[src/rtl/ahb_pkg.sv]
`default_nettype none
// ============================================================================
// Package     : ahb_pkg
// Description : Shared AHB-Lite encodings and slave FSM state type.
// Revision    : 1.0 - initial release
// ============================================================================
package ahb_pkg;

    typedef enum logic [1:0] {
        IDLE   = 2'b00,
        BUSY   = 2'b01,
        NONSEQ = 2'b10,
        SEQ    = 2'b11
    } htrans_t;

    localparam logic [2:0] HSIZE_WORD  = 3'b010;
    localparam logic       HRESP_OKAY  = 1'b0;
    localparam logic       HRESP_ERROR = 1'b1;

    typedef enum logic [2:0] {
        S_IDLE = 3'd0,
        S_WAIT = 3'd1,
        S_DATA = 3'd2,
        S_ERR1 = 3'd3,
        S_ERR2 = 3'd4
    } slv_state_t;

endpackage
`default_nettype wire

[src/rtl/sram_1r1w.sv]
`default_nettype none
// ============================================================================
// Module      : sram_1r1w
// Description : DEPTH x 32 memory, one registered read port, one write port.
// Revision    : 1.0 - initial release
// ============================================================================
module sram_1r1w #(
    parameter int DEPTH  = 16,
    parameter int ADDR_W = 4
) (
    input  logic              i_clk,
    input  logic              i_rst,
    input  logic              i_re,
    input  logic [ADDR_W-1:0] i_raddr,
    output logic [31:0]       o_rdata,
    input  logic              i_we,
    input  logic [ADDR_W-1:0] i_waddr,
    input  logic [31:0]       i_wdata
);

    logic [31:0] r_mem [DEPTH];
    logic [31:0] r_rdata;

    // Array contents are deliberately left out of reset.
    always_ff @(posedge i_clk) begin
        if (i_we) begin
            r_mem[i_waddr] <= i_wdata;
        end
    end

    always_ff @(posedge i_clk) begin
        if (i_rst) begin
            r_rdata <= '0;
        end else if (i_re) begin
            r_rdata <= r_mem[i_raddr];
        end
    end

    assign o_rdata = r_rdata;

endmodule
`default_nettype wire

[src/rtl/ahb_slave_sram.sv]
`default_nettype none
// ============================================================================
// Module      : ahb_slave_sram
// Description : AHB-Lite SRAM slave with wait states, ERROR response and
//               read-after-write forwarding for pipelined transfers.
// Revision    : 1.0 - initial release
// ============================================================================
module ahb_slave_sram
    import ahb_pkg::*;
#(
    parameter logic [31:0] BASE_ADDR   = 32'h0000_0000,
    parameter int          DEPTH       = 16,
    parameter int          WAIT_STATES = 0
) (
    input  logic        i_clk_ahb,
    input  logic        i_rst_ahb,
    input  logic        HSEL,
    input  logic [31:0] HADDR,
    input  logic [1:0]  HTRANS,
    input  logic        HWRITE,
    input  logic [2:0]  HSIZE,
    input  logic [31:0] HWDATA,
    input  logic        HREADY,
    output logic        HREADYOUT,
    output logic [31:0] HRDATA,
    output logic        HRESP
);

    localparam int          c_IDX_W     = $clog2(DEPTH);
    localparam logic [31:0] c_SPAN      = 32'(DEPTH * 4);
    localparam logic [3:0]  c_WAIT_INIT = (WAIT_STATES > 0) ? 4'(WAIT_STATES - 1) : 4'd0;

    slv_state_t         r_state;
    slv_state_t         w_state_nxt;
    logic [3:0]         r_wait_cnt;
    logic [3:0]         w_wait_cnt_nxt;
    logic [c_IDX_W-1:0] r_idx;
    logic               r_is_write;
    logic               r_fwd_sel;
    logic [31:0]        r_fwd_data;

    htrans_t            w_trans;
    logic [31:0]        w_offset;
    logic [c_IDX_W-1:0] w_idx;
    logic [c_IDX_W-1:0] w_rd_idx;
    logic               w_ready;
    logic               w_accept;
    logic               w_err;
    logic               w_we;
    logic               w_rd_en;
    logic               w_fwd;
    logic [31:0]        w_sram_rdata;

    assign w_trans  = htrans_t'(HTRANS);
    assign w_offset = HADDR - BASE_ADDR;
    assign w_idx    = w_offset[c_IDX_W+1:2];
    assign w_ready  = (r_state != S_WAIT) && (r_state != S_ERR1);
    assign w_accept = HSEL && HREADY && w_ready && ((w_trans == NONSEQ) || (w_trans == SEQ));
    assign w_err    = (w_offset >= c_SPAN) || (HADDR[1:0] != 2'b00) || (HSIZE != HSIZE_WORD);

    always_comb begin
        w_state_nxt    = r_state;
        w_wait_cnt_nxt = r_wait_cnt;
        case (r_state)
            S_WAIT: begin
                if (r_wait_cnt == 4'd0) begin
                    w_state_nxt = S_DATA;
                end else begin
                    w_wait_cnt_nxt = r_wait_cnt - 4'd1;
                end
            end
            S_ERR1: w_state_nxt = S_ERR2;
            default: begin
                if (w_accept && w_err) begin
                    w_state_nxt = S_ERR1;
                end else if (w_accept && (WAIT_STATES > 0)) begin
                    w_state_nxt    = S_WAIT;
                    w_wait_cnt_nxt = c_WAIT_INIT;
                end else if (w_accept) begin
                    w_state_nxt = S_DATA;
                end else begin
                    w_state_nxt = S_IDLE;
                end
            end
        endcase
    end

    // The array read fires on the edge entering DATA; the index comes from the
    // bus when there are no wait states, otherwise from the latched address.
    assign w_we     = (r_state == S_DATA) && r_is_write && !i_rst_ahb;
    assign w_rd_idx = (r_state == S_WAIT) ? r_idx : w_idx;
    assign w_rd_en  = !i_rst_ahb && (w_state_nxt == S_DATA) &&
                      ((r_state == S_WAIT) ? !r_is_write : !HWRITE);
    assign w_fwd    = (r_state == S_DATA) && r_is_write && (w_rd_idx == r_idx);

    always_ff @(posedge i_clk_ahb) begin
        if (i_rst_ahb) begin
            r_state    <= S_IDLE;
            r_wait_cnt <= 4'd0;
            r_idx      <= '0;
            r_is_write <= 1'b0;
            r_fwd_sel  <= 1'b0;
            r_fwd_data <= '0;
        end else begin
            r_state    <= w_state_nxt;
            r_wait_cnt <= w_wait_cnt_nxt;
            if (w_accept) begin
                r_idx      <= w_idx;
                r_is_write <= HWRITE && !w_err;
            end
            if (w_rd_en) begin
                r_fwd_sel <= w_fwd;
                if (w_fwd) begin
                    r_fwd_data <= HWDATA;
                end
            end
        end
    end

    sram_1r1w #(
        .DEPTH  (DEPTH),
        .ADDR_W (c_IDX_W)
    ) u_sram (
        .i_clk   (i_clk_ahb),
        .i_rst   (i_rst_ahb),
        .i_re    (w_rd_en),
        .i_raddr (w_rd_idx),
        .o_rdata (w_sram_rdata),
        .i_we    (w_we),
        .i_waddr (r_idx),
        .i_wdata (HWDATA)
    );

    assign HREADYOUT = w_ready;
    assign HRESP     = ((r_state == S_ERR1) || (r_state == S_ERR2)) ? HRESP_ERROR : HRESP_OKAY;
    assign HRDATA    = r_fwd_sel ? r_fwd_data : w_sram_rdata;

endmodule
`default_nettype wire

[config.mk]
export PLATFORM = sky130hd
export DESIGN_NAME = ahb_slave_sram
export DESIGN_NICKNAME = d
export VERILOG_FILES = /design/src/rtl/ahb_pkg.sv /design/src/rtl/sram_1r1w.sv /design/src/rtl/ahb_slave_sram.sv
export SDC_FILE = /design/constraint.sdc
export NUM_CORES = 1
export LEC_CHECK = 0
export ABC_CLOCK_PERIOD_IN_PS = 5700
export CAP_MARGIN = 20
export CORE_UTILIZATION = 55
export DETAILED_ROUTE_END_ITERATION = 8
export PLACE_DENSITY = 0.73
export SLEW_MARGIN = 20
export SYNTH_ARGS = -nofsm -noshare
export SYNTH_HDL_FRONTEND = slang
export SYNTH_SLANG_ARGS = --single-unit
[constraint.sdc]
create_clock -name i_clk_ahb -period 5.7 [get_ports i_clk_ahb]
set_input_delay 0.855 -clock i_clk_ahb [delete_from_list [all_inputs] [get_ports i_clk_ahb]]
set_output_delay 0.855 -clock i_clk_ahb [all_outputs]
set_load 0.05 [all_outputs]
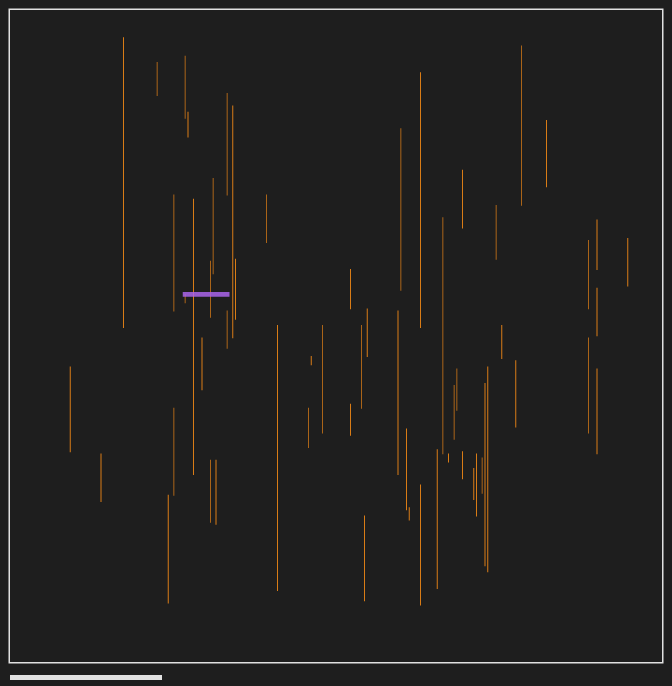
run_1/metal_stack.png
Bar = 50 µm. Only two layers are drawn.
met5: in purple, wire length 13.8 µm. met4: in orange, wire length 1740 µm.

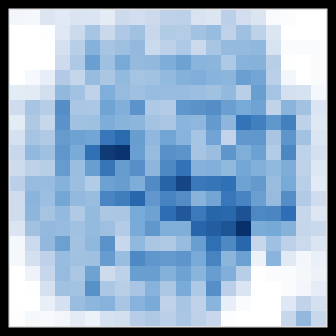
run_1/wire_density.png
21 x 21 tiles, from white (low) to dark blue (high), scaled to the fullest tile. Values are wire area over tile area, all layers added.
The mean over all tiles is 0.22. The fullest tile reaches 0.60. 7.5% of the tiles are nearly empty.

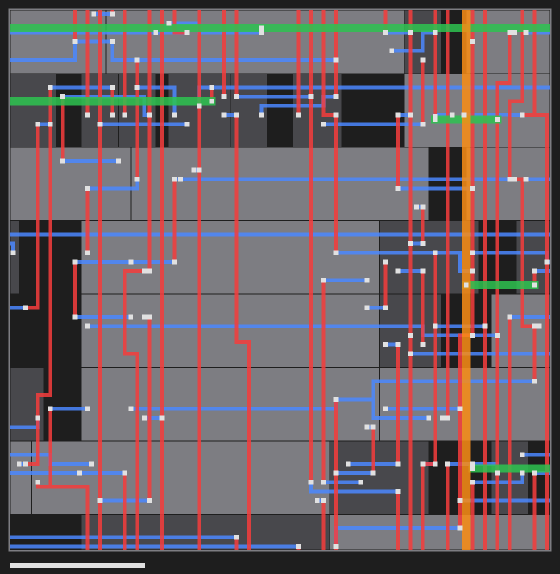
run_1/zoom.png
Bar = 5 µm. Region (151, 151) to (171, 171) µm. Cells in grey, sequential cells in the stronger grey; small squares are vias.
met2: in red. met3: in green. met1: in blue. met4: in orange.
Most frequent: edfxtp_1 (7), nand2_1 (4). Netlist names of flops here include u_sram.r_mem (7). Sequential cells in the window: 7. 18 logic cells have their middle in the window.

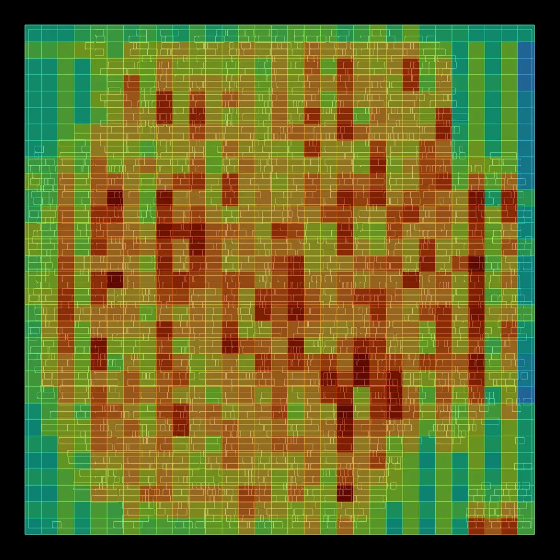
run_1/final_congestion.png
drt wl/cell: 25.4 µm
met1 GRT Util: 36.3%

==> reports/qor.csv, run 1 <==
metric,value,unit
status,"complete, no violations",
Post-Route WL,60.4,mm
Log Warnings,27,
Filler cells,3130,
Post-Layout Inst Area,28200,µm²
Final ANT Viol Nets,0,
Post-CTS Resized,0,
clock transition at the registers of the reported paths,0.06,ns
first-pass GRT wire length,91.4,mm
number of enable flip-flop cells,512,
cells in synth_stat.txt,1655,
non-clk buf share,4.86,%
Crit. path cell count,6,
"Slew Viols, Final",0,
top area contributor share,62.1,%
flop2flop setup slack,1.90,ns
kind of critical path,flop to flop,
FP Util,55.8,%
Die X,214,µm
post-synth net total,1730,
hold endpoint,r_fwd_data[10],
cts hold-fix bufs,0,
fin crit period,3.80,ns
Setup crit end kind,flop,
Mean Syn Cell Area,14.9,µm²
FFs & Latches,589,
CP cell instances,or3b_1 > mux2_4 > nand2_2 > o22ai_1 > a311oi_1 > a211oi_1,
Comb gates,941,
Synth Area in Simple Gates,7.57,%
Synth Cell Area,24700,µm²
dpl ws,1.65,ns
Synth Seq Share,68.4,%
Yosys Chip Area,24700,µm²
DR DRC count,0,
met2 wire length,29.2,mm
Pleak,9.52,nW
Die Ht,214,µm
port bufs,106,
Clk pwr share,40.8,%
row count,77,
CP endpoint,u_sram.o_rdata[21],
number of non-clock buffers in the layout,145,
Reg area,16900,µm²
Sink Count,589,
MUX area fraction,14.1,%
CP max stage cell,mux2_4,
worst reg2reg path depth,6,
"most common cell after layout, fill and taps aside",edfxtp_1,
number of synthesized register bits,589,
largest power group,sequential cells,
busiest grt layer,met2,
largest reg by FF count,u_sram.r_mem,
TritonCTS clock tree,built,
HP Class,flop to flop,
Synth Flop Type,edfxtp_1,
Synth top cell by count,edfxtp_1,
Tightest Pin Transition,1.12,ns
Hold WS,0.489,ns
clock buffer count,95,
vias per cell,6.35,
Sequential Power Share,52.9,%
TAP cells,592,
CTS Root Cell,clkbuf_16,
Post-synth top cells,"edfxtp_1, nand2_1, mux2i_1",
clk pwr,0.00363,W
worst-case clock buffer depth,3,
detailed router's first-iteration violation count,1486,
Ports,108,
setup slack after layout,1.90,ns
Worst Hold Depth,2,
gr usage total,26.4,%
Pint,0.00696,W
DP HPWL,33.5,mm
sequential cell area share,60.1,%
Gate Count Post-Synth,1655,
H-tree Lvls,2,
Adders+Majority by Area,0.0506,%
clock skew,0.0184,ns
Comb area share,26.0,%
RSZ-0062 raised after global routing,false,
Clock Network Area Fraction,6.41,%
run_1/met1.png
Bar = 50 µm. Cells faint in the background.
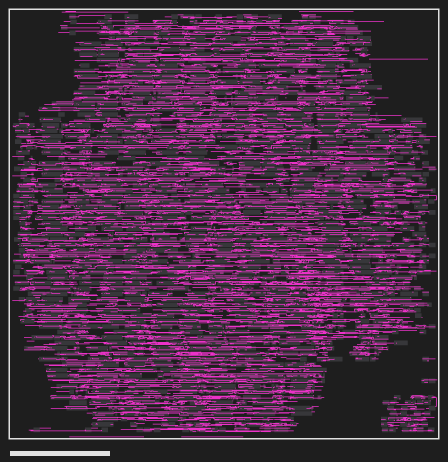

--- run 2 (diff from run 1) ---
--- a/config.mk
+++ b/config.mk
@@ -5,11 +5,11 @@
 export SDC_FILE = /design/constraint.sdc
 export NUM_CORES = 1
 export LEC_CHECK = 0
-export ABC_CLOCK_PERIOD_IN_PS = 5700
+export ABC_CLOCK_PERIOD_IN_PS = 3400
 export CAP_MARGIN = 20
 export CORE_UTILIZATION = 55
 export DETAILED_ROUTE_END_ITERATION = 8
-export PLACE_DENSITY = 0.73
+export PLACE_DENSITY = 0.76
 export SLEW_MARGIN = 20
 export SYNTH_ARGS = -nofsm -noshare
 export SYNTH_HDL_FRONTEND = slang
==> constraint.sdc (replaced) <==
create_clock -name i_clk_ahb -period 3.4 [get_ports i_clk_ahb]
set_input_delay 0.51 -clock i_clk_ahb [delete_from_list [all_inputs] [get_ports i_clk_ahb]]
set_output_delay 0.51 -clock i_clk_ahb [all_outputs]
set_load 0.05 [all_outputs]
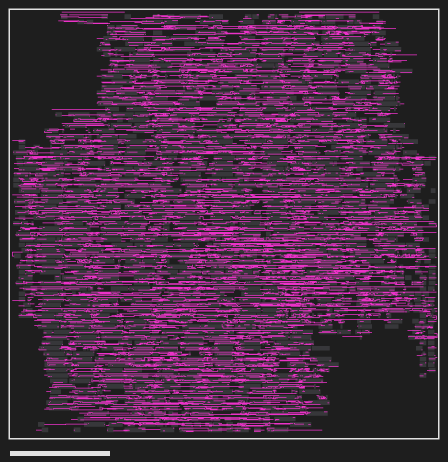
run_2/met1.png
Bar = 50 µm. Cells faint in the background.
1723 nets have wire on it. The layer holds 39% of the routed length. The longest straight run is 69.0 µm. The layer carries 24.2 mm of wire.

==> run 2 against run 1 <==
Against the previous run:
- total power is 72% higher
- synthesized area is the same
- count of clock-buffer cells in the layout fell by 9
- cell count up 1.2%
- design area up 2.1%
- highest routed layer is now met4
- utilization up 1.3 points
- worst setup slack worse by 1.6 ns
==> reports/qor.csv, run 2 <==
metric,value,unit,change
setup slack after layout,0.298,ns,was 1.90 ns
Synth Area in Simple Gates,7.57,%,unchanged
non-clk buf share,6.31,%,was 4.86%
post-synth net total,1730,,unchanged
Worst Hold Depth,3,,was 2
met2 wire length,28.6,mm,was 29.2 mm
top area contributor share,62.1,%,unchanged
hold endpoint,r_state[2],,was r_fwd_data[10]
H-tree Lvls,2,,unchanged
worst-case clock buffer depth,3,,unchanged
Crit. path cell count,3,,was 6
TAP cells,592,,unchanged
busiest grt layer,met2,,unchanged
CTS Root Cell,clkbuf_16,,unchanged
Die Ht,214,µm,unchanged
Final ANT Viol Nets,0,,unchanged
Post-Route WL,61.2,mm,was 60.4 mm
dpl ws,0.444,ns,was 1.65 ns
WL met3,6.28,mm,was 4.89 mm
FFs & Latches,589,,unchanged
"Slew Viols, Final",0,,unchanged
row count,77,,unchanged
Setup crit end kind,primary output,,was flop
clock skew,0.0219,ns,was 0.0184 ns
DP HPWL,35.0,mm,was 33.5 mm
Mean Syn Cell Area,14.9,µm²,unchanged
Post-Layout Inst Area,28800,µm²,was 28200 µm²
"most common cell after layout, fill and taps aside",edfxtp_1,,unchanged
clk pwr,0.00641,W,was 0.00363 W
detailed router's first-iteration violation count,1942,,was 1486
Ports,108,,unchanged
CP max stage cell,clkdlybuf4s50_1,,was mux2_4
MUX area fraction,14.1,%,unchanged
Hold WS,0.217,ns,was 0.489 ns
Clock Network Area Fraction,6.75,%,was 6.41%
port bufs,106,,unchanged
Pleak,9.78,nW,was 9.52 nW
Synth Cell Area,24700,µm²,unchanged
Clk pwr share,42.0,%,was 40.8%
Synth top cell by count,edfxtp_1,,unchanged
drt wl/cell,25.4,µm,about the same
CP endpoint,HRDATA[0],,was u_sram.o_rdata[21]
Comb gates,941,,unchanged
Die X,214,µm,unchanged
CORE AREA,44300,µm²,unchanged
Yosys Chip Area,24700,µm²,unchanged
Synth Seq Share,68.4,%,unchanged
largest reg by FF count,u_sram.r_mem,,unchanged
largest power group,sequential cells,,unchanged
clock buffer count,86,,was 95
cells in synth_stat.txt,1655,,unchanged
first-pass GRT wire length,92.3,mm,was 91.4 mm
Log Warnings,28,,was 27
sequential cell area share,58.8,%,was 60.1%
number of non-clock buffers in the layout,173,,was 145
Gate Count Post-Synth,1655,,unchanged
gr usage total,26.8,%,was 26.4%
cts hold-fix bufs,0,,unchanged
met2 GRT Util,42.5,%,was 43.4%
RSZ-0062 raised after global routing,false,,unchanged
Pint,0.0120,W,was 0.00696 W
TritonCTS clock tree,built,,unchanged
Finished Core Util,64.9,%,was 63.6%
Post-synth top cells,"edfxtp_1, nand2_1, mux2i_1",,unchanged
Reg area,16900,µm²,unchanged
Filler cells,3032,,was 3130
CP cell instances,buf_12 > mux2_2 > clkdlybuf4s50_1,,was or3b_1 > mux2_4 > nand2_2 > o22ai_1 > a311oi_1 > a211oi_1
kind of critical path,flop to primary output,,was flop to flop
Adders+Majority by Area,0.0506,%,unchanged
number of enable flip-flop cells,512,,unchanged
Post-CTS Resized,0,,unchanged
HP Class,primary input to flop,,was flop to flop
status,"complete, no violations",,unchanged
Tightest Pin Transition,1.08,ns,was 1.12 ns
CP startpoint,r_fwd_sel,,was r_state[1]
clock transition at the registers of the reported paths,0.06,ns,about the same
fin crit period,3.10,ns,
DR DRC count,0,,unchanged
Synth Flop Type,edfxtp_1,,unchanged
vias per cell,6.41,,was 6.35
met1 GRT Util,37.2,%,was 36.3%
Power is estimated from default activity; no workload was simulated.
